Design gpi_periph, sky130hd; sources not shown.
Run 1, placement by cell class:
Fill, decap, tap and diode cells in gray.
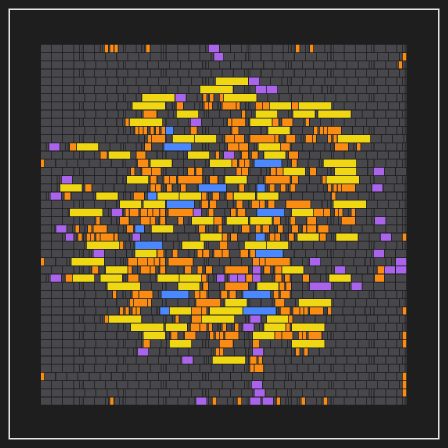
class	color	cells	share of their area
flops	yellow	80	42%
other buffers and delay cells	purple	45	10%
all other logic	orange	281	41%
clock drivers and dummy loads	blue	16	6.9%
Core Region: 14500 um2
final design utilization: 31.9%
flop share of the area: 39.8%
Design Area, Final: 4630 um2

Run 1, placed standard cells:
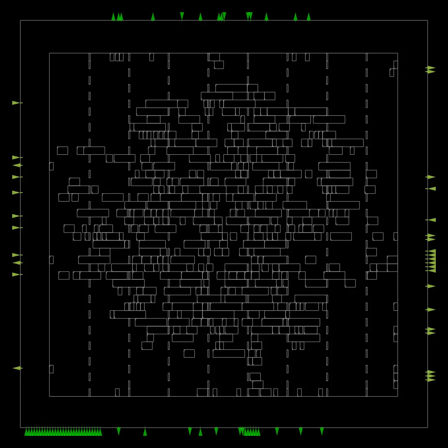
registers: 80
Fill cells: 1526
tap cells: 184
non-filler cells, final: 606

Run 1, a small window of the routed layout:
Scale bar: 20 um. Region (10, 10) to (60, 60) um. Cells in gray, sequential cells in the stronger gray; small squares are vias.
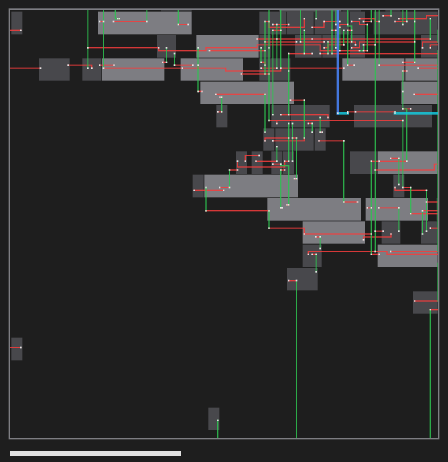
layer	color
met4	blue
met3	cyan
met1	red
met2	green
most frequent	dfxtp_1 (10), conb_1 (6), nor2_1 (5)
sequential cells in the window	14
cells with their middle in the window	51

==> impl_metrics.tcl, run 1 <==
# implementation run metrics
set metrics [dict create \
    status "finished, final reports clean" \
    simple_gate_area_share_pct 19.8 \
    nets 490 \
    pre_cts_ws_ns 0.221 \
    dp_cells 590 \
    p_comb_uw 234 \
    slowest_delay_ns 0.33 \
    grt_use_total_pct 8.04 \
    buffers 45 \
    dieArea_um2 20200 \
    place_area_um2 4330 \
    globalplace.congestion 0.756 \
    comb_cells 264 \
    placementRows 44 \
    grt_max_degree 33 \
    num_antenna_cells 0 \
    final.setup.tns_ns 0 \
    start_kind "flip-flop" \
    clk_path_buf_depth 2 \
    pg_seq_mw 1.73 \
    clkTransAtPathRegs_ns 0.07 \
    synth_seq_share_pct 49.5 \
    edf_count 24 \
    tool_warnings 55 \
    dpl.hpwl_um 5990 \
    worstPathRequired_ns 1.80 \
    yosys_area_um2 3720 \
    crit_buf_inv 1 \
    met1_length_um 3560 \
    cts_hold_buf 0 \
    clk_latency_ns 0.33 \
    ys_ff 80 \
    criticalPathCategory "flip-flop to output port" \
    crit_fanout 3 \
    cts_resized 7 \
    flop_cell "dfxtp_1" \
    synthMuxAreaShare_pct 7.00 \
    switching_share_pct 22.8 \
    via_count 2608 \
    clock-skew-final_ns 0.00753 \
    area_leaders "dfxtp_1 30%, edfxtp_1 19%, ha_1 5.4%" \
    wl_met2_um 3800 \
    leakage_nw 1.86 \
    comb-cell-share_pct 37.8 \
    top_logic_kind "simple AND/OR/NAND/NOR gates" \
    hp-class "flip-flop to flip-flop" \
    netlist_area_um2 3720 \
    postRouteAntennaNets 0 \
    met1_usage_pct 9.63 \
    drt_iter0_markers 84 \
    dieWidth_um 142 \
    cp_cell_sequence "o21ai_1, nand4_1, or2_2, dlygate4sd2_1" \
    worst-path-stages 4 \
    synth-xor-area-share_pct 1.88 \
    post_cts_buffers 0 \
    via_per_inst 4.30 \
    die_height_um 142 \
    inverters 17 \
    fa_ha_area_share_pct 5.38 \
    intPower_mw 2.80 \
    ys_types 27 \
    hold_ws_ns 0.432 \
    finalHoldViolCount 0 \
    rsz0062_at_grt "no" \
    ir_drop_v 0.000324 \
]
Run 1, sequential cells grouped by signal name:
Other sequential cells in the stronger gray, the rest of the logic in the fainter gray.
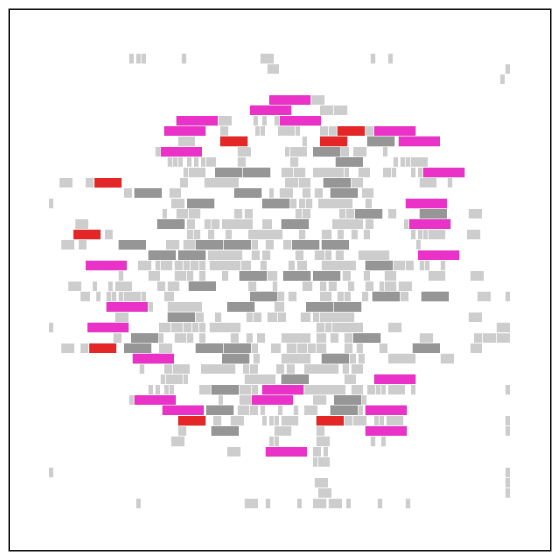

--- run 2 (diff from run 1) ---
Settings changed: GPL_TIMING_DRIVEN from default to 0.
Run 2, sequential cells grouped by signal name:
Other sequential cells in the stronger gray, the rest of the logic in the fainter gray.
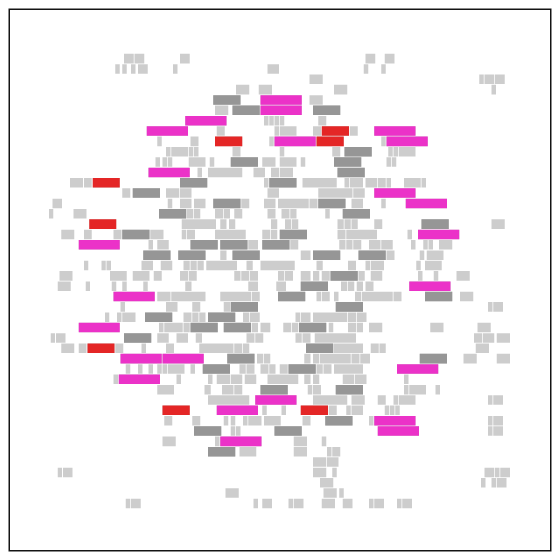
name in the netlist	color	flops
`r_sync1`	red	8
`r_cnt`	magenta	24
not colored	48
final design utilization: 33.0%
Seq. pwr: 1.73 mW
Reg area: 1840 um2

Run 2, a small window of the routed layout:
Scale bar: 20 um. Region (10, 10) to (60, 60) um. Cells in gray, sequential cells in the stronger gray; small squares are vias.
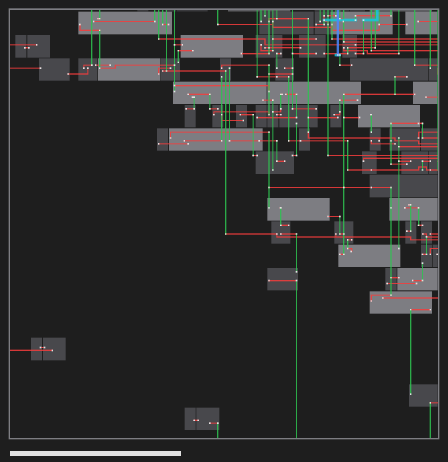
layer	color
met4	blue
met1	red
met3	cyan
met2	green
cells with their middle in the window	55
sequential cells in the window	13
most frequent	conb_1 (8), dfxtp_1 (8), nor2_1 (7)

Run 2, routed metal per tile:
Scale bar: 50 um. The die is cut into 28 by 28 equal tiles; black is low, pale yellow is high, scaled to the fullest tile. Values are wire area over tile area, all layers added.
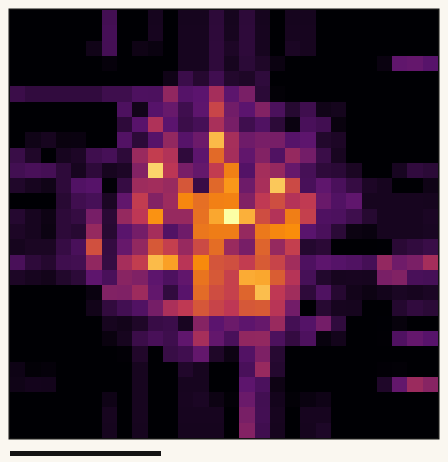
tiles over half the peak	8.7%
nearly empty tiles	38%
densest ninth of the die	center
mean over tiles	0.066
drt total wl: 8480 um
via count: 2698
drt wl/cell: 13.4 um
aggregate global-route resource usage: 8.62%

==> run 2 against run 1 <==
Synthesized area is the same. Clock power grew 5%. Core utilization grew 1.1 points. Fmax shrank 1.1%. Count of clock-buffer cells in the layout grew 3. Non-clock buffer count grew 27. Sequential cell count is the same. Sequential share of layout area shrank 1.4 points. Largest cell class unchanged.
==> impl_metrics.tcl, run 2 <==
# implementation run metrics
set metrics [dict create \
    status "finished, final reports clean" \
    postRouteAntennaNets 0 \
    synth-xor-area-share_pct 1.88 \
    top_logic_kind "simple AND/OR/NAND/NOR gates" \
    netlist_area_um2 3720 \
    ys_ff 80 \
    inverters 17 \
    crit_buf_inv 1 \
    intPower_mw 2.97 \
    final_area_um2 4800 \
    simple_gate_area_share_pct 19.8 \
    switching_share_pct 20.7 \
    cts_hold_buf 0 \
    rsz0062_at_grt "no" \
    fa_ha_area_share_pct 5.38 \
    crit_fanout 3 \
    post_cts_buffers 0 \
    ys_types 27 \
    slowest_delay_ns 0.32 \
    synth_seq_share_pct 49.5 \
    clk_latency_ns 0.33 \
    place_area_um2 4480 \
    finalHoldViolCount 0 \
    yosys_area_um2 3720 \
    cts_resized 4 \
    sh_seq_area_pct 38.4 \
    leakage_nw 1.99 \
    globalplace.congestion 0.821 \
    dieArea_um2 20200 \
    placementRows 44 \
    clkTransAtPathRegs_ns 0.06 \
    cp_cell_sequence "o21ai_0, nand4_1, or2_2, dlygate4sd2_1" \
    edf_count 24 \
    clk_path_buf_depth 2 \
    comb_cells 264 \
    die_height_um 142 \
    hp-class "flip-flop to flip-flop" \
    tool_warnings 55 \
    numSequentialCells 80 \
    grt_pass1_wl_um 13700 \
    clock-skew-final_ns 0.00501 \
    worstPathRequired_ns 1.80 \
    worst-path-stages 4 \
    fin_ws_ns 0.202 \
    grt_max_degree 13 \
    hold_ws_ns 0.432 \
    area_leaders "dfxtp_1 30%, edfxtp_1 19%, ha_1 5.4%" \
    drt_iter0_markers 122 \
    dp_cells 617 \
    comb-cell-share_pct 36.5 \
    max_cap_violations 0 \
    met1_length_um 3870 \
    via_per_inst 4.26 \
    p_comb_uw 274 \
    final.setup.tns_ns 0 \
    wl_met2_um 4040 \
    dpl.hpwl_um 6280 \
    pre_cts_ws_ns -0.147 \
    fill_cells 1498 \
    criticalPathCategory "flip-flop to output port" \
    core-area_um2 14500 \
    buffers 72 \
    start_kind "flip-flop" \
    nets 517 \
    dieWidth_um 142 \
]
Power and IR drop assume default switching activity.
